==> config.mk <==
export PLATFORM = sky130hd
export DESIGN_NAME = pipe_stage_elastic_flat
export DESIGN_NICKNAME = d
export VERILOG_FILES = /design/src/rtl/pipe_stage_elastic_if.sv /design/src/rtl/pipe_stage_elastic.sv /design/src/flat_wrapper.sv
export SDC_FILE = /design/constraint.sdc
export NUM_CORES = 1
export LEC_CHECK = 0
export CAP_MARGIN = 10
export CELL_PAD_IN_SITES_DETAIL_PLACEMENT = 1
export CELL_PAD_IN_SITES_GLOBAL_PLACEMENT = 2
export CORE_MARGIN = 1
export CORE_UTILIZATION = 28
export CTS_CLUSTER_SIZE = 25
export DETAILED_ROUTE_END_ITERATION = 16
export GPL_TIMING_DRIVEN = 0
export PLACE_DENSITY_LB_ADDON = 0.1
export SLEW_MARGIN = 10
export SYNTH_ARGS = -nofsm -noshare
export SYNTH_HDL_FRONTEND = slang
export SYNTH_SLANG_ARGS = --single-unit
==> constraint.sdc <==
create_clock -name clk -period 2.3 [get_ports clk]
set_input_delay 0.575 -clock clk [delete_from_list [all_inputs] [get_ports clk]]
set_output_delay 0.575 -clock clk [all_outputs]
set_load 0.02 [all_outputs]
run_1/class_map.png
Fill, decap, tap and diode cells in grey.
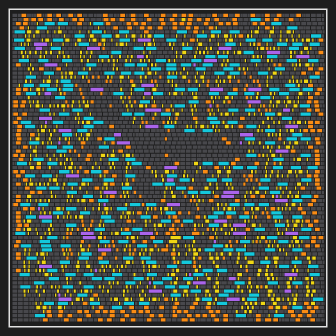
registers: in cyan, cells 300. remaining buffers and delay cells: in orange, cells 448. remaining logic cells: in yellow, cells 1076. clock drivers and dummy loads: in purple, cells 65.
final core utilization: 40.5%
area of all placed cells without fillers: 17100 um^2

run_1/placed.png
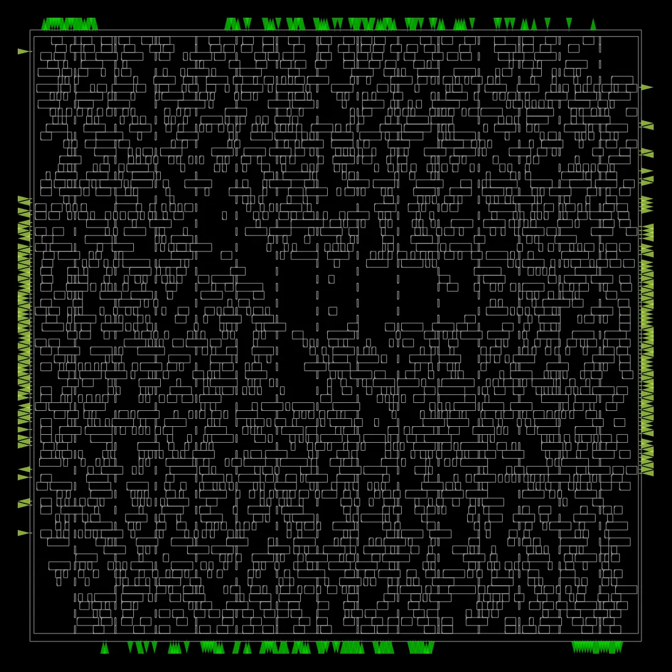
FILL cells: 5021
fin cells: 2432

run_1/layers.png
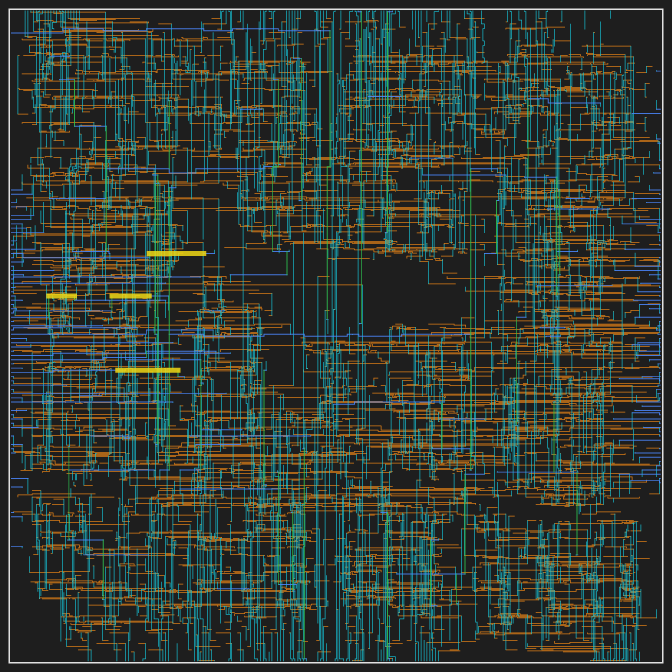
M2: in cyan, wire length 21.8 mm. M4: in green, wire length 1360 um. M3: in blue, wire length 2090 um. M1: in orange, wire length 21.7 mm. M5: in yellow, wire length 57.0 um.
Post-Route WL: 47.1 mm
vias post-DR: 12200
All-Layer GR Usage: 21.6%
detailed-route wire length per cell: 19.4 um

run_1/sizing.png
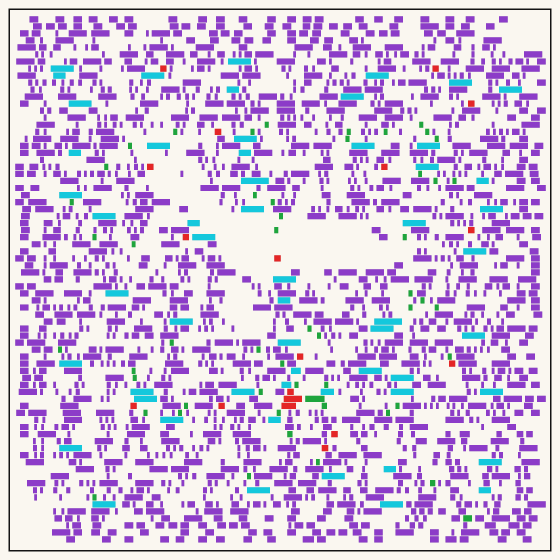
x3 and x4: in red, cells 18, most used buf_4. x1 and smaller: in purple, cells 1763, most used nand2_1. x2: in green, cells 52, most used buf_2. x6 and larger: in cyan, cells 56, most used clkbuf_16.
worst setup margin: 0.0790 ns
Buffers, non-clock: 448
Layout area overhead: 42.3%

==> flow_summary.yaml <==
# flow metrics
status:
  status: "completed"
pwr:
  p_int_mw: 9.84
  switching_share_pct: 25.2
  irDropWorstVdd_uv: 480
  switchingPower_mw: 3.31
final_timing:
  tightest_slew_ns: 0.974
  period_needed_ns: 2.22
  fin_crit_sh_pct: 96.6
  drv_slew: 0
  grt_setup_unrepaired: "yes"
grt:
  grt_pass1_wl_mm: 73.4
setup_path:
  critical-path-max-stage-delay_ns: 0.67
  worstPathCellList: "clkdlybuf4s50_1"
  crit_cells: 1
clock_tree:
  numCtsBuffers: 38
  cts_max_level: 2
  insertion_delay_ns: 0.54
final_layout:
  fin_nets: 2012
synthesis:
  synth.area.top_cells: "dfxtp_1, nand2_1, a311oi_1"
  top_cell: "nand2_1"
placement:
  dp_hpwl_mm: 33.2
  place_congestion: 0.792
job:
  drv_cap: 0
[run 1: repair_timing]
item                                    4_1_cts  5_1_grt
pin swaps                                     1        1
hold buffers                                  0        0
resized                                      20       17
endpoints found under the setup margin      274      266
buffers inserted                              1        1
[run 1: cells by family after synthesis]
kind of cell | Yosys count | synth area share [%]
compound gates | 327 | 18.7
simple gates | 745 | 25.9
buf+inv | 146 | 5.31
flops | 300 | 50.1
fa+ha+maj | 1 | 0.104
[run 1: worst min-delay path: cells and delay by family, from the launching register on]
family	cells	cell delay [ns]
DFF	1	0.31
and+or+nand+nor	1	0.05
AOI/OAI and AO/OA	1	0.05
[run 1: area by class of cell]
type | instances | area, um^2 | area share (%)
antenna | 4 | 10.0 | 0.0586
clock inverter | 10 | 100 | 0.586
timing repair buffer | 306 | 3070 | 18.0
buffer | 142 | 671 | 3.93
sequential | 300 | 6010 | 35.2
clock buffer | 55 | 1170 | 6.85
tap | 539 | 674 | 3.95
inverter | 3 | 11.3 | 0.0660
multi-input combinational | 1073 | 5360 | 31.4
[run 1: layout by cell type (no fill, tap or decap), types with 2 or more instances in the layout]
| master | instances |
|---|---|
| buf_4 | 16 |
| diode_2 | 4 |
| clkbuf_16 | 41 |
| nor2b_1 | 2 |
| o221ai_1 | 8 |
| nand3_1 | 137 |
| o211ai_1 | 2 |
| inv_1 | 3 |
| and3_1 | 2 |
| o21ai_0 | 9 |
| or3_1 | 6 |
| a311oi_1 | 133 |
| bufinv_16 | 2 |
| clkbuf_2 | 8 |
| buf_2 | 31 |
| clkdlybuf4s50_1 | 299 |
| clkinv_2 | 8 |
| a21oi_1 | 155 |
| nor2_1 | 153 |
| nor4_1 | 3 |
| dfxtp_1 | 299 |
| nand4_1 | 8 |
| buf_6 | 2 |
| or2_2 | 2 |
| a22oi_1 | 8 |
| clkbuf_8 | 10 |
| nand2_1 | 412 |
| nand2b_1 | 4 |
| or4_1 | 5 |
| dlymetal6s2s_1 | 4 |
| clkbuf_1 | 88 |
| and4_1 | 3 |
| o31ai_1 | 5 |
| buf_1 | 2 |
[run 1: power groups by stage]
stage                     combinational, mW  clock (mW)  sequential, mW
after floorplan                       0.498           0            5.80
after global placement                 1.57           0            5.62
after detailed placement               1.58           0            5.62
after CTS                              1.59        6.25            5.51
after global routing                   1.70        6.44            5.53
final                                  1.58        6.07            5.51
[run 1: per-stage QoR]
step	hold WS (ns)	instances	cell area, um^2	setup WS, ns	power [mW]
floorplan	0.437	1519	12000	0.470	6.30
global placement	0.442	2362	15700	-0.940	7.19
detailed placement	0.447	2362	15700	-1.02	7.20
CTS	0.455	2427	17000	-0.00456	13.4
global route	0.468	2432	17100	-0.00639	13.7
finish	0.453	2432	17100	0.0790	13.2
[run 1: routing by layer]
| metal | up-vias | track usage, % | wire, um |
|---|---|---|---|
| li1 | 6007 | - | - |
| met1 | 5863 | 28.3 | 21700 |
| met2 | 253 | 35.0 | 21800 |
| met3 | 84 | 4.03 | 2090 |
| met4 | 8 | 8.14 | 1360 |
| met5 | - | 0 | 57 |
Power and IR drop assume default switching activity.
